$ cat config.mk
export PLATFORM = sky130hd
export DESIGN_NAME = mem_port_arbiter
export DESIGN_NICKNAME = d
export VERILOG_FILES = /design/src/rtl/mem_arb_pkg.sv /design/src/rtl/mem_arb_pick.sv /design/src/rtl/mem_port_arbiter.sv
export SDC_FILE = /design/constraint.sdc
export NUM_CORES = 1
export LEC_CHECK = 0
export CAP_MARGIN = 20
export CORE_AREA = 2 2 104 106
export DETAILED_ROUTE_END_ITERATION = 7
export DIE_AREA = 0 0 106 108
export PLACE_DENSITY = 0.83
export SLEW_MARGIN = 0
export SYNTH_ARGS = -nofsm -noshare
export SYNTH_HDL_FRONTEND = slang
export SYNTH_SLANG_ARGS = --single-unit
$ cat constraint.sdc
create_clock -name clk -period 4.5 [get_ports clk]
set_clock_uncertainty 0.1 [all_clocks]
set_input_delay 0.9 -clock clk [delete_from_list [all_inputs] [get_ports clk]]
set_output_delay 0.9 -clock clk [all_outputs]
set_load 0.01 [all_outputs]
$ cat src/rtl/mem_arb_pkg.sv
// Shared encodings for the memory-port arbiter: FSM states, owner sides and word-index width.
package mem_arb_pkg;

  typedef enum logic [1:0] {
    ST_IDLE   = 2'd0,
    ST_BURST  = 2'd1,
    ST_FINISH = 2'd2
  } state_t;

  typedef enum logic {
    OWN_I = 1'b0,
    OWN_D = 1'b1
  } owner_t;

  localparam int LINE_WORDS_DFLT = 4;

  function automatic int idx_w(input int words);
    return (words > 1) ? $clog2(words) : 1;
  endfunction

  localparam int IDX_W = idx_w(LINE_WORDS_DFLT);

endpackage

$ cat src/rtl/mem_arb_pick.sv
// Combinational burst winner select; define MEM_ARB_ROUND_ROBIN_EN to alternate on contention
// (default: D-side fixed priority). A lone requester always wins.
module mem_arb_pick
  import mem_arb_pkg::*;
(
  input  logic   i_req,
  input  logic   d_req,
  input  owner_t last_owner,
  output owner_t winner
);

  always_comb begin
    winner = OWN_I;
    if (i_req && d_req) begin
`ifdef MEM_ARB_ROUND_ROBIN_EN
      winner = (last_owner == OWN_I) ? OWN_D : OWN_I;
`else
      winner = OWN_D;
`endif
    end else if (d_req) begin
      winner = OWN_D;
    end
  end

`ifndef MEM_ARB_ROUND_ROBIN_EN
  logic unused_last_owner;
  assign unused_last_owner = last_owner;
`endif

endmodule

$ cat src/rtl/mem_port_arbiter.sv
// Grants the shared memory port one line burst at a time (IDLE -> BURST -> FINISH); burst starts
// the cycle after req is seen in IDLE and each word waits for mem_ack. Macro: MEM_ARB_ROUND_ROBIN_EN.
module mem_port_arbiter
  import mem_arb_pkg::*;
#(
  parameter int ADDR_W     = 32,
  parameter int DATA_W     = 32,
  parameter int LINE_WORDS = 4
) (
  input  logic                              clk,
  input  logic                              rst,
  input  logic                              i_req,
  input  logic                              i_we,
  input  logic [ADDR_W-1:0]                 i_addr,
  input  logic [DATA_W-1:0]                 i_wdata,
  output logic                              i_rvalid,
  output logic                              i_done,
  input  logic                              d_req,
  input  logic                              d_we,
  input  logic [ADDR_W-1:0]                 d_addr,
  input  logic [DATA_W-1:0]                 d_wdata,
  output logic                              d_rvalid,
  output logic                              d_done,
  output logic [DATA_W-1:0]                 rdata,
  output logic [idx_w(LINE_WORDS)-1:0]      word_idx,
  output logic                              mem_cs,
  output logic                              mem_we,
  output logic [ADDR_W-1:0]                 mem_addr,
  output logic [DATA_W-1:0]                 mem_wdata,
  input  logic [DATA_W-1:0]                 mem_rdata,
  input  logic                              mem_ack,
  output logic                              arb_busy
);

  localparam int IW      = idx_w(LINE_WORDS);
  localparam int BYTE_SH = $clog2(DATA_W / 8);

  state_t          state;
  owner_t          owner;
  owner_t          last_owner;
  owner_t          winner;
  logic [IW-1:0]   cnt;

  mem_arb_pick u_pick (
    .i_req      (i_req),
    .d_req      (d_req),
    .last_owner (last_owner),
    .winner     (winner)
  );

  // cnt holds at LINE_WORDS-1 on the final ack so it only returns to 0 via IDLE
  always_ff @(posedge clk) begin
    if (rst) begin
      state      <= ST_IDLE;
      owner      <= OWN_D;
      last_owner <= OWN_I;
      cnt        <= '0;
    end else begin
      case (state)
        ST_IDLE: begin
          if (i_req || d_req) begin
            owner <= winner;
            cnt   <= '0;
            state <= ST_BURST;
          end
        end
        ST_BURST: begin
          if (mem_ack) begin
            if (cnt == IW'(LINE_WORDS - 1)) state <= ST_FINISH;
            else                            cnt   <= cnt + 1'b1;
          end
        end
        ST_FINISH: begin
          last_owner <= owner;
          state      <= ST_IDLE;
        end
        default: state <= ST_IDLE;
      endcase
    end
  end

  logic              in_burst;
  logic              own_d;
  logic              cur_we;
  logic              rd_ack;
  logic [ADDR_W-1:0] base;
  logic [DATA_W-1:0] cur_wdata;

  assign in_burst  = (state == ST_BURST);
  assign own_d     = (owner == OWN_D);
  assign cur_we    = own_d ? d_we : i_we;
  assign base      = own_d ? d_addr : i_addr;
  assign cur_wdata = own_d ? d_wdata : i_wdata;
  assign rd_ack    = in_burst && mem_ack && !cur_we;

  assign mem_cs    = in_burst;
  assign mem_we    = in_burst && cur_we;
  assign mem_addr  = in_burst ? base + (ADDR_W'(cnt) << BYTE_SH) : '0;
  assign mem_wdata = in_burst ? cur_wdata : '0;
  assign word_idx  = in_burst ? cnt : '0;
  assign rdata     = rd_ack ? mem_rdata : '0;
  assign i_rvalid  = rd_ack && !own_d;
  assign d_rvalid  = rd_ack && own_d;
  assign i_done    = (state == ST_FINISH) && !own_d;
  assign d_done    = (state == ST_FINISH) && own_d;
  assign arb_busy  = (state != ST_IDLE);

endmodule

Figure 1. Wiring heat map.
Drawn at 3 px/um. 21 x 22 tiles, from dark blue (low) to red (high), scaled to the fullest tile. Values are wire area over tile area, all layers added.
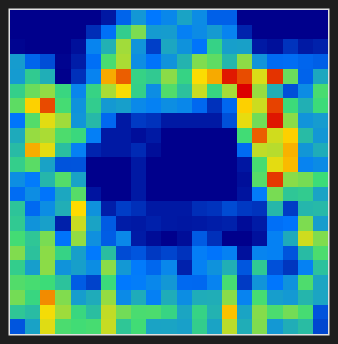
emptiest ninth of the die	centre
fullest tile	0.54
nearly empty tiles	14%
tiles over half the peak	23%
mean over tiles	0.17

Figure 2. Met2 routing.
Drawn at 4 px/um. Cells faint in the background.
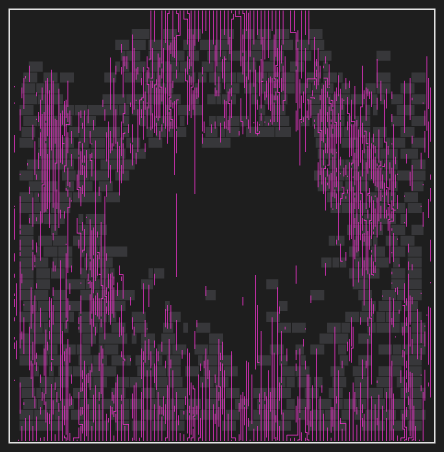
main direction	vertical
longest straight run	38.1 um
wire length on this layer	5,890 um
share of all routed wire	50%
nets with wire on the layer	676
Vias: 3,695
final WL: 11,810 um
grt met2 use: 0.3544

Figure 3. Routing congestion map.
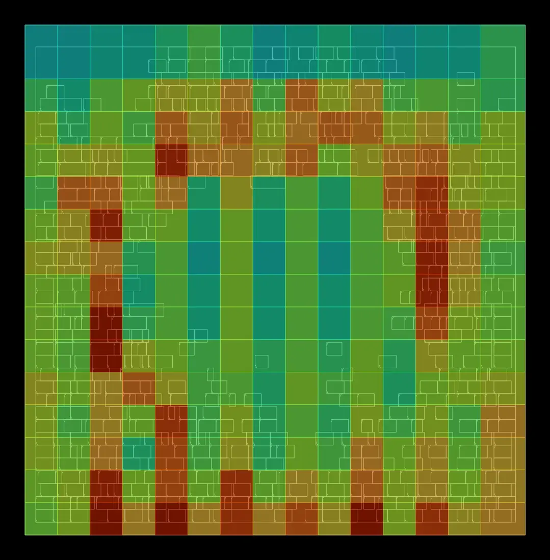
M3 GR Usage: 0.04219
DR WL/cell: 15.61 um
Total Routing Usage GR: 0.1913

Figure 4. The metal 3 layer.
Drawn at 4 px/um. Cells faint in the background.
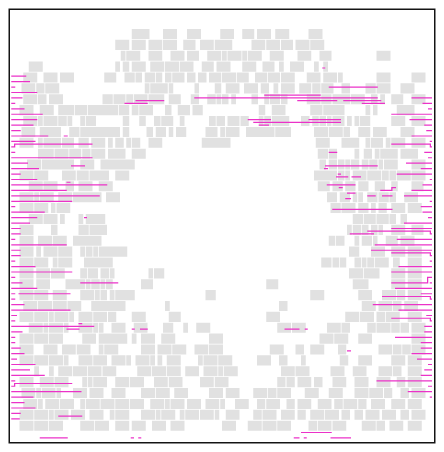
main direction	horizontal
wire length on this layer	953 um
share of all routed wire	8.1%
nets with wire on the layer	152

Figure 5. Pin map.
Drawn at 4 px/um. Pins as bars across the die edge, other pins in grey.
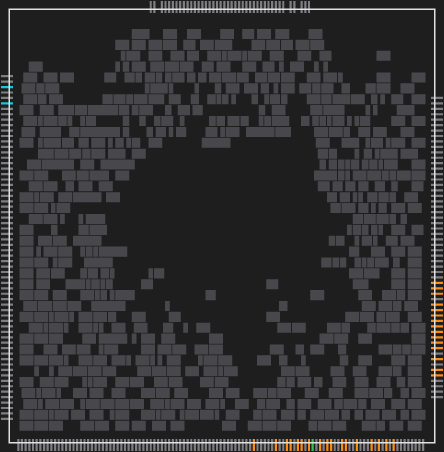
port	colour	pins	direction	edge
`rdata`	orange	32	output	17 south, 15 east
`word_idx`	cyan	2	output	west
`d_rvalid`	green	1	output	south
Die W: 106 um
I/O Buffers: 271
chip height: 108 um

==> reports/metrics.cfg <==
[finish]
final_layout_size_suffix_gt1_frac=0.07568
sh_comb_area=0.4163
flop-count=5
fin_area_um2=5425
area_delta_synth_final_pct=119.9
regArea_um2=103.9
comb_area_um2=2258
lay_top_count=clkdlybuf4s50_1
buffer_area_frac=0.5228
clkbuf_count=4
multi_input_comb_cells=322
seq_share=0.01914
diodes=0
instances_no_fill=757
n_fill_cell=956
inverters=3
final-clk-cell-share=0.008303
post-route-util=0.5303
lay_top_cells=clkdlybuf4s50_1, nor2_1, mux2i_1, and2_1, nand2_1
finalNetCount=793
largest_class=non-clock buffers

[clock_network]
cts_tree=built
post_cts_resized=17
root_buffer=clkbuf_8
cts_num_sinks=5
clockBufferDepth=2
numCtsBuffers=3
cts_hold_buf=0
post_cts_buffers=1
clock_latency_ns=0.22
cts.reportedPaths.clkPinSlew_ns=0.04
htreeDepth=1

[critical_path]
cp_common_cell=clkdlybuf4s50_1
crit_chain=clkdlybuf4s50_1, mux2_2, ha_2, fa_2, nand4b_1, nand2_1, a21o_1, a21oi_1, clkdlybuf4s50_1
rr_worst_depth=6
path_class=in2out
cp-start-kind=input pin
cp_max_fo=5
cp.depth=9
worstPathRequired_ns=3.50
path_delay_family=buffers and inverters
cp_slowest_cell=clkdlybuf4s50_1
crit_path_end_kind=primary output
crit_arrival_ns=3.40
crit_buf_inv=2

[global_routing]
antenna_found_initial=0
grt_pass1_vias=3626
grt_pass1_wl_um=17860
grt_max_degree=108
global_route.overflow_total=0

[placement]
dpl.hpwl_um=9689
placed_cell_area_um2=5369
post-place-ws_ns=-0.1616
placed_cells=752
gp_congestion=0.8708

[logic_synthesis]
synth_area_um2=2467
yosysSeqAreaShare=0.04057
async_flop_share=0
largest_area_cell=mux2i_1
syn_nets=525
topCellsByArea=mux2i_1, and2_1, nor2_1, nand2_1, dfxtp_1
synthCells=354
edf_count=0
numSynthFlops=5
ys_top_cells_by_count=nor2_1, mux2i_1, and2_1
synth-warning-count=0
synth.distinct_cells=54
synth.most_common_cell=nor2_1
syn_area_per_cell_um2=6.970
top_cell_area_share=0.2191
ys_chip_area_um2=2467

[status]
outcome=completed

[die]
fp_util=0.2412
design.portCount=272
taps=136
core_um2=10230
row_count=37
die-area_um2=11450

[flow_run]
warning_count=29
maxCapViolCount=0

[routing]
drt-initial-drc-count=143
drc=0
final_antenna_net_count=0
dr.pass1.iters=5

[sta]
finalHoldViolCount=0
worst_pin_slew_ns=0.6615
finalCritPeriodShare=0.9778
finalSetupViolCount=0
final.setup.worst_slack_ns=0.1000
finalSetupTns_ns=0
hold_slack_ns=0.4278
slew_viol_final=0
maxSlewHeadroom=0.5590

[pwr]
switchingPower_mw=0.2312
intPower_mw=0.3982
swShare=0.3673
powerDensity_nw_per_um2=116.0
ir_worst_vdd_uv=151.4
seq-power_mw=0.0510
clock_power_mw=0.0857
power.total_mw=0.6294
p_comb_mw=0.493
pwr-share-seq=0.081
p_comb_frac=0.783
power_leader=combinational cells

[hold_path]
hp-class=reg2reg
whs_path_depth=1

## routing by layer
layer | global-route usage | routed length (um)
met1 | 0.2177 | 4677
met2 | 0.3544 | 5885
met3 | 0.04219 | 953
met5 | 0 | 0
met4 | 0.06297 | 297
## flip-flops by register name (all words and copies together) (netlist names)
signal  flops
state       2
own_d       1
cnt         2
## logic make-up after synthesis
group	Yosys count	synth area share
AND/OR/NAND/NOR	198	0.4320
XOR/XNOR	18	0.06389
multiplexers	61	0.2520
flip-flops	5	0.04057
adder cells (fa/ha/maj)	4	0.02333
AND-OR/OR-AND	41	0.1329
buffers and inverters	27	0.05527
## final timing paths
path	end	start	slack (ns)
hold / removal	state[0]	state[1]	0.43
setup / recovery	mem_addr[8]	d_addr[2]	0.10
hold reg to reg	state[0]	state[1]	0.43
setup reg to reg	cnt[0]	state[0]	2.82
Power and IR drop assume default switching activity.
